Figure 1. Congestion heat map (run 1).
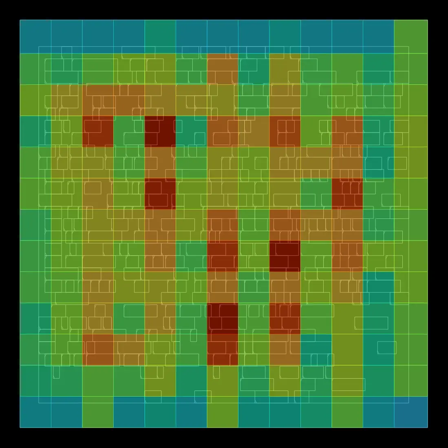
Figure 2. Met2 routing (run 1).
Drawn at 3 px/um.
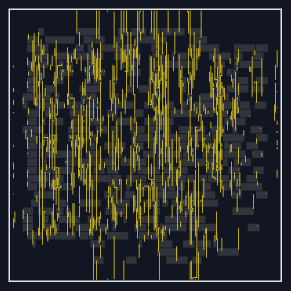
Figure 3. A small window of the routed layout (run 1).
Region (25, 43) to (65, 83) um. Cells in grey, sequential cells in the stronger grey; small squares are vias.
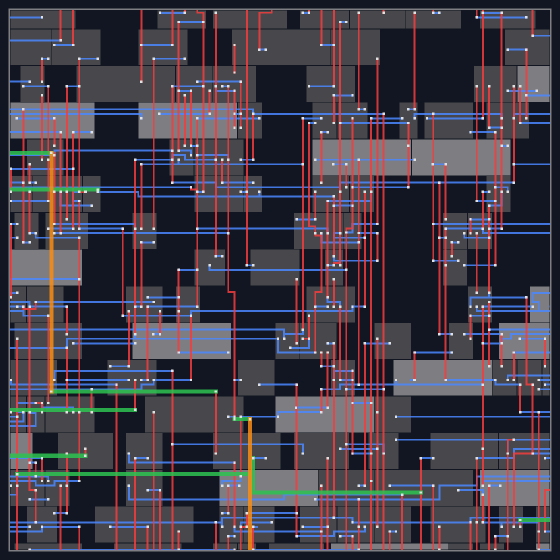
## src/rtl/data_mem_arb_pkg.sv

```systemverilog
// Shared constants and types for the data memory arbiter: microcode memory-control
// codes, arbiter FSM encoding and access ownership.
package data_mem_arb_pkg;

    localparam logic [1:0] MCTL_NONE    = 2'b00;
    localparam logic [1:0] MCTL_READ    = 2'b01;
    localparam logic [1:0] MCTL_WRITE   = 2'b10;
    localparam logic [1:0] MCTL_ILLEGAL = 2'b11;

    typedef enum logic [1:0] {
        IDLE   = 2'd0,
        ACCESS = 2'd1,
        DONE   = 2'd2
    } arb_state_t;

    typedef enum logic [1:0] {
        OWN_NONE = 2'd0,
        OWN_CORE = 2'd1,
        OWN_HOST = 2'd2
    } owner_t;

    function automatic logic is_core_req(input logic [1:0] mctl);
        return (mctl == MCTL_READ) || (mctl == MCTL_WRITE);
    endfunction

endpackage

```

## src/rtl/data_mem_arbiter_if.sv

```systemverilog
// Bundle of the core, host and memory-side signals around the data memory arbiter.
// slave = arbiter side, master = surrounding system (sequencer, host, RAM).
interface data_mem_arbiter_if #(
    parameter int ADDR_W = 8,
    parameter int DATA_W = 8
);
    logic [1:0]        core_mctl;
    logic [ADDR_W-1:0] core_addr;
    logic [DATA_W-1:0] core_wdata;
    logic [DATA_W-1:0] core_rdata;
    logic              core_stall;
    logic              core_done;

    logic              host_req;
    logic              host_we;
    logic [ADDR_W-1:0] host_addr;
    logic [DATA_W-1:0] host_wdata;
    logic              host_gnt;
    logic [DATA_W-1:0] host_rdata;
    logic              host_done;

    logic              mem_en;
    logic              mem_we;
    logic [ADDR_W-1:0] mem_addr;
    logic [DATA_W-1:0] mem_wdata;
    logic [DATA_W-1:0] mem_rdata;

    logic              illegal_op;

    modport slave (
        input  core_mctl, core_addr, core_wdata,
        input  host_req, host_we, host_addr, host_wdata,
        input  mem_rdata,
        output core_rdata, core_stall, core_done,
        output host_gnt, host_rdata, host_done,
        output mem_en, mem_we, mem_addr, mem_wdata,
        output illegal_op
    );

    modport master (
        output core_mctl, core_addr, core_wdata,
        output host_req, host_we, host_addr, host_wdata,
        output mem_rdata,
        input  core_rdata, core_stall, core_done,
        input  host_gnt, host_rdata, host_done,
        input  mem_en, mem_we, mem_addr, mem_wdata,
        input  illegal_op
    );
endinterface

```

## src/rtl/mem_lat_timer.sv

```systemverilog
// Loadable down-counter timing the memory access; last flags the final ACCESS cycle.
module mem_lat_timer #(
    parameter int MEM_LAT = 2
) (
    input  logic clock,
    input  logic reset,
    input  logic load,
    input  logic en,
    output logic last
);
    localparam int CNT_W = (MEM_LAT > 1) ? $clog2(MEM_LAT) : 1;

    logic [CNT_W-1:0] count;

    // NOTE: state registers use non-blocking (<=) so every flop samples pre-edge values.
    always_ff @(posedge clock) begin
        if (reset) begin
            count <= '0;
        end else if (load) begin
            count <= CNT_W'(MEM_LAT - 1);
        end else if (en && (count != '0)) begin
            count <= count - 1'b1;
        end
    end

    assign last = en && (count == '0);

endmodule

```

## src/rtl/data_mem_arbiter.sv

```systemverilog
// Serialises core (microcode) and host accesses to the single-port data RAM,
// times the memory latency and returns read data to the access owner.
module data_mem_arbiter
    import data_mem_arb_pkg::*;
#(
    parameter int ADDR_W       = 8,
    parameter int DATA_W       = 8,
    parameter int MEM_LAT      = 2,
    parameter int STARVE_LIMIT = 4
) (
    input logic               clock,
    input logic               reset,
    data_mem_arbiter_if.slave bus
);
    localparam int SC_W = $clog2(STARVE_LIMIT + 1);

    arb_state_t        state, state_d;
    owner_t            owner;
    logic              lat_we;
    logic [ADDR_W-1:0] lat_addr;
    logic [DATA_W-1:0] lat_wdata;
    logic [DATA_W-1:0] core_rdata_q, host_rdata_q;
    logic [SC_W-1:0]   starve;
    logic              illegal_q;

    logic core_req, starved, grant_core, grant_host, last_cycle;
    logic core_done_w, host_done_w, in_access;

    mem_lat_timer #(.MEM_LAT(MEM_LAT)) u_timer (
        .clock (clock),
        .reset (reset),
        .load  (grant_core | grant_host),
        .en    (in_access),
        .last  (last_cycle)
    );

    always_ff @(posedge clock) begin
        if (reset) state <= IDLE;
        else       state <= state_d;
    end

    // NOTE: every signal driven here gets a default first, so no path infers a latch.
    always_comb begin
        core_req    = is_core_req(bus.core_mctl);
        starved     = (starve == SC_W'(STARVE_LIMIT));
        grant_core  = 1'b0;
        grant_host  = 1'b0;
        state_d     = state;
        in_access   = (state == ACCESS);
        core_done_w = (state == DONE) && (owner == OWN_CORE);
        host_done_w = (state == DONE) && (owner == OWN_HOST);

        case (state)
            IDLE: begin
                // Host wins only when the core is quiet or has used up its starve budget.
                if (bus.host_req && (!core_req || starved)) begin
                    grant_host = 1'b1;
                    state_d    = ACCESS;
                end else if (core_req) begin
                    grant_core = 1'b1;
                    state_d    = ACCESS;
                end
            end
            ACCESS:  if (last_cycle) state_d = DONE;
            DONE:    state_d = IDLE;
            default: state_d = IDLE;
        endcase

        bus.mem_en     = in_access;
        bus.mem_we     = in_access && lat_we;
        bus.mem_addr   = in_access ? lat_addr  : '0;
        bus.mem_wdata  = in_access ? lat_wdata : '0;
        bus.core_done  = core_done_w;
        bus.host_done  = host_done_w;
        bus.core_stall = core_req && !core_done_w;
        bus.host_gnt   = (state != IDLE) && (owner == OWN_HOST);
        bus.core_rdata = core_rdata_q;
        bus.host_rdata = host_rdata_q;
        bus.illegal_op = illegal_q;
    end

    always_ff @(posedge clock) begin
        if (reset) begin
            owner        <= OWN_NONE;
            lat_we       <= 1'b0;
            lat_addr     <= '0;
            lat_wdata    <= '0;
            core_rdata_q <= '0;
            host_rdata_q <= '0;
            starve       <= '0;
            illegal_q    <= 1'b0;
        end else begin
            if (bus.core_mctl == MCTL_ILLEGAL) illegal_q <= 1'b1;

            if (grant_core) begin
                owner     <= OWN_CORE;
                lat_we    <= (bus.core_mctl == MCTL_WRITE);
                lat_addr  <= bus.core_addr;
                lat_wdata <= bus.core_wdata;
                if (bus.host_req && !starved) starve <= starve + 1'b1;
            end

            if (grant_host) begin
                owner     <= OWN_HOST;
                lat_we    <= bus.host_we;
                lat_addr  <= bus.host_addr;
                lat_wdata <= bus.host_wdata;
                starve    <= '0;
            end

            if ((state == IDLE) && !bus.host_req) starve <= '0;

            // Read data is captured on the final ACCESS edge and held until the next read.
            if (in_access && last_cycle && !lat_we) begin
                if (owner == OWN_HOST) host_rdata_q <= bus.mem_rdata;
                else                   core_rdata_q <= bus.mem_rdata;
            end

            if (state == DONE) owner <= OWN_NONE;
        end
    end

endmodule

```

## src/flat_wrapper.sv

```systemverilog
// flat-port wrapper written by rule: the top's interface ports become plain ports
module data_mem_arbiter_flat import data_mem_arb_pkg::*;
#(
    parameter int ADDR_W       = 8,
    parameter int DATA_W       = 8,
    parameter int MEM_LAT      = 2,
    parameter int STARVE_LIMIT = 4
)
  (clock, reset, bus_core_mctl, bus_core_addr, bus_core_wdata, bus_host_req, bus_host_we, bus_host_addr, bus_host_wdata, bus_mem_rdata, bus_core_rdata, bus_core_stall, bus_core_done, bus_host_gnt, bus_host_rdata, bus_host_done, bus_mem_en, bus_mem_we, bus_mem_addr, bus_mem_wdata, bus_illegal_op);
  data_mem_arbiter_if #(.ADDR_W(ADDR_W), .DATA_W(DATA_W)) bus_i ();
  input logic clock;
  input logic reset;
  input wire logic [$bits(bus_i.core_mctl)-1:0] bus_core_mctl;
  input wire logic [$bits(bus_i.core_addr)-1:0] bus_core_addr;
  input wire logic [$bits(bus_i.core_wdata)-1:0] bus_core_wdata;
  input wire logic [$bits(bus_i.host_req)-1:0] bus_host_req;
  input wire logic [$bits(bus_i.host_we)-1:0] bus_host_we;
  input wire logic [$bits(bus_i.host_addr)-1:0] bus_host_addr;
  input wire logic [$bits(bus_i.host_wdata)-1:0] bus_host_wdata;
  input wire logic [$bits(bus_i.mem_rdata)-1:0] bus_mem_rdata;
  output wire logic [$bits(bus_i.core_rdata)-1:0] bus_core_rdata;
  output wire logic [$bits(bus_i.core_stall)-1:0] bus_core_stall;
  output wire logic [$bits(bus_i.core_done)-1:0] bus_core_done;
  output wire logic [$bits(bus_i.host_gnt)-1:0] bus_host_gnt;
  output wire logic [$bits(bus_i.host_rdata)-1:0] bus_host_rdata;
  output wire logic [$bits(bus_i.host_done)-1:0] bus_host_done;
  output wire logic [$bits(bus_i.mem_en)-1:0] bus_mem_en;
  output wire logic [$bits(bus_i.mem_we)-1:0] bus_mem_we;
  output wire logic [$bits(bus_i.mem_addr)-1:0] bus_mem_addr;
  output wire logic [$bits(bus_i.mem_wdata)-1:0] bus_mem_wdata;
  output wire logic [$bits(bus_i.illegal_op)-1:0] bus_illegal_op;
  assign bus_i.core_mctl = bus_core_mctl;
  assign bus_i.core_addr = bus_core_addr;
  assign bus_i.core_wdata = bus_core_wdata;
  assign bus_i.host_req = bus_host_req;
  assign bus_i.host_we = bus_host_we;
  assign bus_i.host_addr = bus_host_addr;
  assign bus_i.host_wdata = bus_host_wdata;
  assign bus_i.mem_rdata = bus_mem_rdata;
  assign bus_core_rdata = bus_i.core_rdata;
  assign bus_core_stall = bus_i.core_stall;
  assign bus_core_done = bus_i.core_done;
  assign bus_host_gnt = bus_i.host_gnt;
  assign bus_host_rdata = bus_i.host_rdata;
  assign bus_host_done = bus_i.host_done;
  assign bus_mem_en = bus_i.mem_en;
  assign bus_mem_we = bus_i.mem_we;
  assign bus_mem_addr = bus_i.mem_addr;
  assign bus_mem_wdata = bus_i.mem_wdata;
  assign bus_illegal_op = bus_i.illegal_op;
  data_mem_arbiter #(.ADDR_W(ADDR_W), .DATA_W(DATA_W), .MEM_LAT(MEM_LAT), .STARVE_LIMIT(STARVE_LIMIT)) u_core (.clock(clock), .reset(reset), .bus(bus_i));
endmodule
```

## config.mk

```make
export PLATFORM = sky130hd
export DESIGN_NAME = data_mem_arbiter_flat
export DESIGN_NICKNAME = d
export VERILOG_FILES = /design/src/rtl/data_mem_arb_pkg.sv /design/src/rtl/data_mem_arbiter_if.sv /design/src/rtl/mem_lat_timer.sv /design/src/rtl/data_mem_arbiter.sv /design/src/flat_wrapper.sv
export SDC_FILE = /design/constraint.sdc
export NUM_CORES = 1
export LEC_CHECK = 0
export CAP_MARGIN = 10
export CORE_MARGIN = 4
export CORE_UTILIZATION = 33
export CTS_BUF_LIST = sky130_fd_sc_hd__clkbuf_2 sky130_fd_sc_hd__clkbuf_4 sky130_fd_sc_hd__clkbuf_8
export DETAILED_ROUTE_END_ITERATION = 8
export GPL_TIMING_DRIVEN = 0
export PLACE_DENSITY_LB_ADDON = 0.15
export REMOVE_ABC_BUFFERS = 1
export SLEW_MARGIN = 20
export SYNTH_ARGS = -nofsm -noshare
export SYNTH_HDL_FRONTEND = slang
export SYNTH_SLANG_ARGS = --single-unit
```

## constraint.sdc

```tcl
create_clock -name clock -period 1.65 [get_ports clock]
set_clock_uncertainty 0.1 [all_clocks]
set_input_delay 0.165 -clock clock [delete_from_list [all_inputs] [get_ports clock]]
set_output_delay 0.165 -clock clock [all_outputs]
set_load 0.1 [all_outputs]
```

==> notes.md, run 1 <==
run metrics: hold depth=2, status=finished, violations left, dominant logic cell types in the final layout=41 x clkdlybuf4s50_1, 39 x dfxtp_1, 35 x a21oi_1, FP Util=approximately a third, Clock Sinks=~42, Crit Reg-Reg Startpoint=u_core.state[0], die width=about 90 um, hold path endpoint=u_core.bus.host_rdata[2], Final Util=between 50% and 60%, comb pwr=approximately 1.4 mW, ClkCell Share=under 10%, Seq pwr share=between 30% and 40%, power density cells=between 800 and 900 nW/um^2, Worst Path Arrival=1.80 ns, Non-clock buffering overhead=about a third, Crit path max-delay family=simple AND/OR/NAND/NOR gates, worst slack, placed=-1.20 ns, Top FF cell, synth=dfxtp_1, remaining global-route overflow=0, core area=roughly 6500 um^2, RSZ-0062 raised after global routing=yes, Flop area=~850 um^2, post-detail-place hpwl=slightly above 4 mm, drt pass-1 iters=4, Max Cap Viol=0, Required @ worst endpoint=approximately 1.8 ns, comb. cell area=1400 um^2, simple share=around a fifth, Die Size=slightly above 8000 um^2, Cell Area, Placed=~3100 um^2, tap cells=slightly below 80, R2R Path End=u_core.starve[1], clk buf depth=2, xor/xnor share=0%, crit path max fanout=7, chip height=between 90 and 100 um, FFs w/ async S/R, synth=0%, worst-margin pin slew=roughly 0.55 ns, setup violators final=3, Hold Startpoint=reset, Worst path slowest cell=or3_4, Clock Latency Late Sink=around 0.29 ns, Root Driver=clkbuf_8, worst setup margin=-0.0246 ns, r2r setup slk=-0.02 ns, switch share=between 30% and 40%, area fraction in mux cells=0%, DR iter-0 viols=between 90 and 100, wire length of the first global-routing pass=around 11 mm, met1 wire length=3.22 mm, inverter count=5, Seq/Total Area, Yosys=about 38%, syn avg cell area=about 8.2 um^2, Worst R2R Path Depth=5, wire length on met3=between 500 and 600 um, Yosys Instances=~270, count of non-CTS buffers in the layout=between 100 and 150, clock share of power=between 20% and 30%, failing checks=setup timing, yosys aoi share=approximately a third, fraction of area in registers=23.1%, adder-cell share of the synthesized area=under 10%, vias in the first global route=roughly 2,300, cell area after synthesis=2230 um^2, ANT cells=0, largest net degree at the start of global routing=36, DR vias/cell=between 5 and 6, Synth area leaders=dfxtp_1 38%, a21oi_1 8.8%, o211a_1 7.6%, Placed Cells=just over 400
-- Figure 1 (at the start) --
M3 GR Usage: 5.76%
wire per inst: 16.0 um

-- Figure 2 (at the start) --
longest straight run	57.1 um
nets with wire on the layer	341
wire length on this layer	3,200 um
final WL: 7.02 mm
vias: 2,369

-- Figure 3 (at the start) --
colour	layer
red	met2
orange	met4
blue	met1
green	met3
cells with their middle in the window	101
sequential cells in the window	11
netlist names of flops here include	u_core.lat_addr (4), u_core.bus.core_rdata (2), u_core.bus.host_rdata (2)
most frequent	dfxtp_1 (11), a21oi_1 (10), clkdlybuf4s50_1 (10)

--- run 2 (diff from run 1) ---
--- a/config.mk
+++ b/config.mk
@@ -13,7 +13,6 @@
 export GPL_TIMING_DRIVEN = 0
 export PLACE_DENSITY_LB_ADDON = 0.15
 export REMOVE_ABC_BUFFERS = 1
-export SLEW_MARGIN = 20
 export SYNTH_ARGS = -nofsm -noshare
 export SYNTH_HDL_FRONTEND = slang
 export SYNTH_SLANG_ARGS = --single-unit
Figure 4. A small window of the routed layout (run 2).
Region (25, 43) to (65, 83) um. Cells in grey, sequential cells in the stronger grey; small squares are vias.
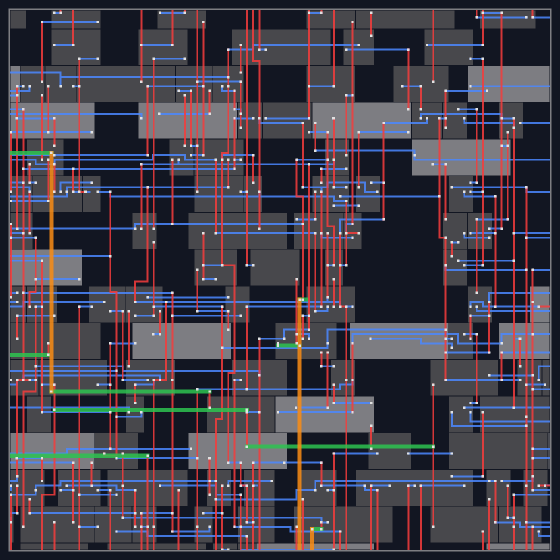
colour	layer
blue	met1
red	met2
orange	met4
green	met3
sequential cells in the window	12
most frequent	a21oi_1 (13), dfxtp_1 (12), clkdlybuf4s50_1 (10)
cells with their middle in the window	99
netlist names of flops here include	u_core.lat_addr (5), u_core.bus.core_rdata (2), u_core.bus.host_rdata (2)

==> notes.md, run 2 <==
run metrics: status=finished, violations left, failing checks=setup timing, DR vias/cell=5.36 (-0.41%), area fraction in mux cells=0% (unchanged), worst slack, placed=-1.50 ns (-0.292 ns), Clock Latency Late Sink=0.29 ns (about the same), Final Util=56.9% (-0.077 points), Placed Cells=408 (unchanged), chip height=90.2 um (unchanged), yosys aoi share=32.7% (unchanged), fraction of area in registers=23.1% (about the same), Clock Sinks=42 (unchanged), largest net degree at the start of global routing=41 (+14%), tap cells=77 (unchanged), power density cells=899 nW/um^2 (+0.59%), worst setup margin=-0.0386 ns (-0.0140 ns), Hold Startpoint=bus_core_mctl[0], r2r setup slk=0.05 ns (+0.07 ns), Synth area leaders=dfxtp_1 38%, a21oi_1 8.8%, o211a_1 7.6%, die width=90.2 um (unchanged), Yosys Instances=271 (unchanged), final WL=6.90 mm (-1.8%), inverter count=5 (unchanged), FFs w/ async S/R, synth=0% (unchanged), syn avg cell area=8.23 um^2 (unchanged), setup violators final=8 (+5), Non-clock buffering overhead=33.9% (+0.69 points), ANT cells=0 (unchanged), Seq pwr share=35.9% (-0.3 points), Die Size=8140 um^2 (unchanged), Root Driver=clkbuf_8, Worst R2R Path Depth=4 (-1), post-detail-place hpwl=4.09 mm (+1.1%), Worst Path Arrival=1.42 ns (-0.38 ns), hold depth=4 (+2), vias in the first global route=2,426 (+5.1%), Required @ worst endpoint=1.38 ns (-0.39 ns), adder-cell share of the synthesized area=2.24% (unchanged), RSZ-0062 raised after global routing=yes, worst-margin pin slew=0.780 ns (+0.229 ns), remaining global-route overflow=0 (unchanged)
Figure 5. Congestion heat map (run 2).
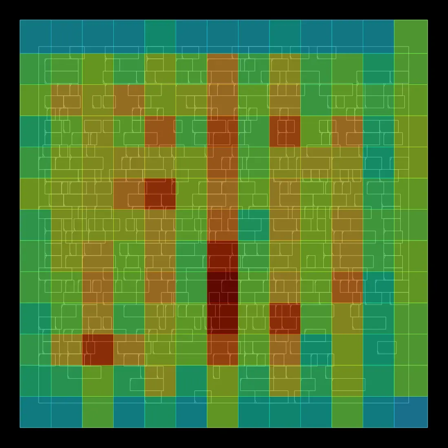
grt met1 use: 19.8%
gr busiest metal: met2
M3 GR Usage: 5.84%
wire per inst: 15.9 um
met2 Usage GRT: 29.0%

--- run 3 (diff from run 2) ---
--- a/config.mk
+++ b/config.mk
@@ -7,12 +7,14 @@
 export LEC_CHECK = 0
 export CAP_MARGIN = 10
 export CORE_MARGIN = 4
-export CORE_UTILIZATION = 33
+export CORE_UTILIZATION = 39
 export CTS_BUF_LIST = sky130_fd_sc_hd__clkbuf_2 sky130_fd_sc_hd__clkbuf_4 sky130_fd_sc_hd__clkbuf_8
+export CTS_CLUSTER_DIAMETER = 30
 export DETAILED_ROUTE_END_ITERATION = 8
 export GPL_TIMING_DRIVEN = 0
 export PLACE_DENSITY_LB_ADDON = 0.15
 export REMOVE_ABC_BUFFERS = 1
 export SYNTH_ARGS = -nofsm -noshare
 export SYNTH_HDL_FRONTEND = slang
+export SYNTH_HIERARCHICAL = 1
 export SYNTH_SLANG_ARGS = --single-unit
Figure 6. Congestion heat map (run 3).
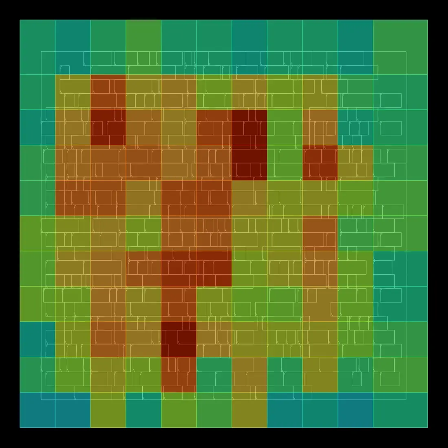
grt met1 use: 23.5%
M3 GR Usage: 7.79%

==> notes.md, run 3 <==
run metrics: tap cells=67 (-13%), clock share of power=between 20% and 30%, Post-synth EDFFs=0, Crit path max-delay family=simple AND/OR/NAND/NOR gates, Slew Limit Headroom=between 40% and 50%, r2r setup slk=-0.06 ns (-0.11 ns), area fraction in mux cells=0% (unchanged), ANT cells=1 (+1), wire per inst=18.0 um (+13%), Hold Startpoint=bus_core_mctl[0], gr busiest metal=met2, Hold Buf Count CTS=0, Yosys Instances=248 (-8.5%), Clock Sinks=42 (unchanged), Non-clock buffering overhead=36.2% (+2.3 points), power density cells=926 nW/um^2 (+3.0%), IO Port Bufs=84, Root Driver=clkbuf_8, worst-margin pin slew=0.837 ns (+0.0563 ns), R2R Path End=u_core/starve[2], hold depth=4 (unchanged), Worst R2R Path Depth=4 (unchanged), Top pwr grp=combinational cells, Total GRT Usage=between 20 and 25%, syn avg cell area=8.07 um^2 (-1.9%), Yosys Chip Area=2000 um^2, final WL=7.57 mm (+9.7%), clock group power=a little over 1 mW, crit path kind=reg -> out, worst slack, placed=-1.61 ns (-0.109 ns), chip height=79.6 um (-12%), remaining global-route overflow=0 (unchanged), Clock buffer cells=6, die width=79.6 um (-12%), Synth area leaders=dfxtp_1 42%, a311oi_1 7.4%, nand2_1 6.6%, Commonest cells post-synth=42 x dfxtp_1, 35 x nand2_1, 20 x a21oi_1, 18 x o21ai_0, instance count on the critical path=4, adder-cell share of the synthesized area=2.50% (+0.26 points), met2 Usage GRT=35.1% (+6.1 points), Required @ worst endpoint=1.38 ns (about the same), antenna violations before repair=0, FFs w/ async S/R, synth=0% (unchanged), FP Util=41.3%, Final period util=105%, Worst Path Arrival=1.46 ns (+0.04 ns), largest net degree at the start of global routing=41 (unchanged), DR vias/cell=5.49 (+2.5%), fraction of area in registers=22.6% (-0.53 points), post-detail-place hpwl=3.63 mm (-11%), worst path buffer plus inverter count=2, yosys aoi share=20.8% (-12 points), Die Size=6340 um^2 (-22%), cell type taking the most area=buffers, f_max=slightly below 600 MHz, inverter count=5 (unchanged), Placed Cells=378 (-7.4%), status=finished, violations left, Max Cap Viol=0, Clock Latency Late Sink=0.30 ns (about the same), Synth top cell by count=dfxtp_1, setup violators final=18 (+10), RSZ-0062 raised after global routing=yes, Seq pwr share=33.1% (-2.8 points), failing checks=setup timing, worst setup margin=-0.0781 ns (-0.0395 ns), vias in the first global route=2,113 (-13%), Final Util=77.7% (+21 points)
Figure 7. A small window of the routed layout (run 3).
Region (20, 36) to (60, 76) um. Cells in grey, sequential cells in the stronger grey; small squares are vias.
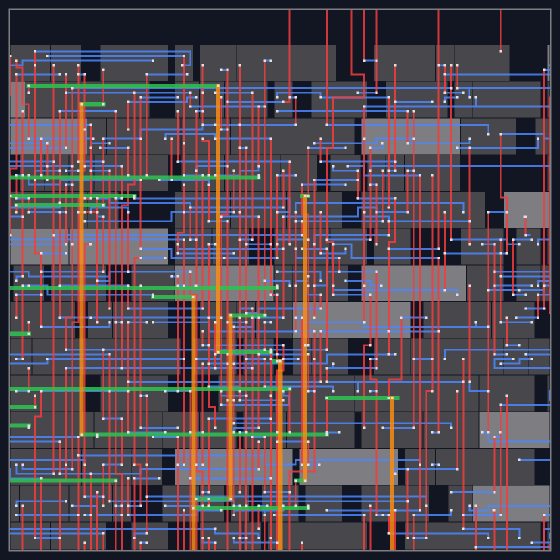
colour	layer
blue	met1
orange	met4
red	met2
green	met3
netlist names of flops here include	u_core/starve (3), u_core/bus.core_rdata (2), u_core/owner (2)
cells with their middle in the window	120
sequential cells in the window	11
most frequent	buf_4 (14), buf_6 (10), dfxtp_1 (8)


==> layout pictures side by side <==
Selected gate families.
image #1
Drawn at 4 px/um.
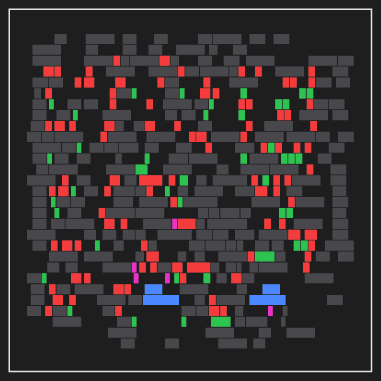
image #2
Drawn at 6 px/um.
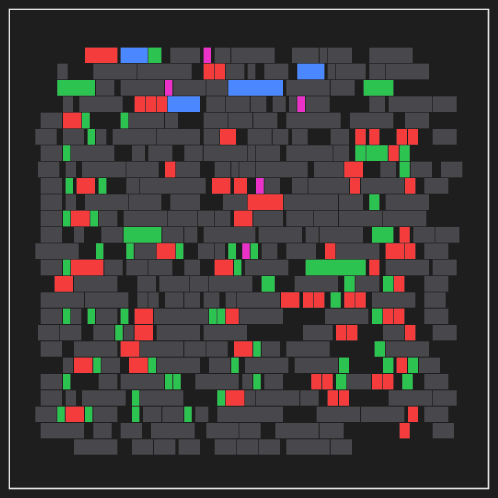
- run 2 = image #1
- run 3 = image #2
Of these, largest die: image #1

Power figures rest on the tool's default switching activity, not on a simulated workload.
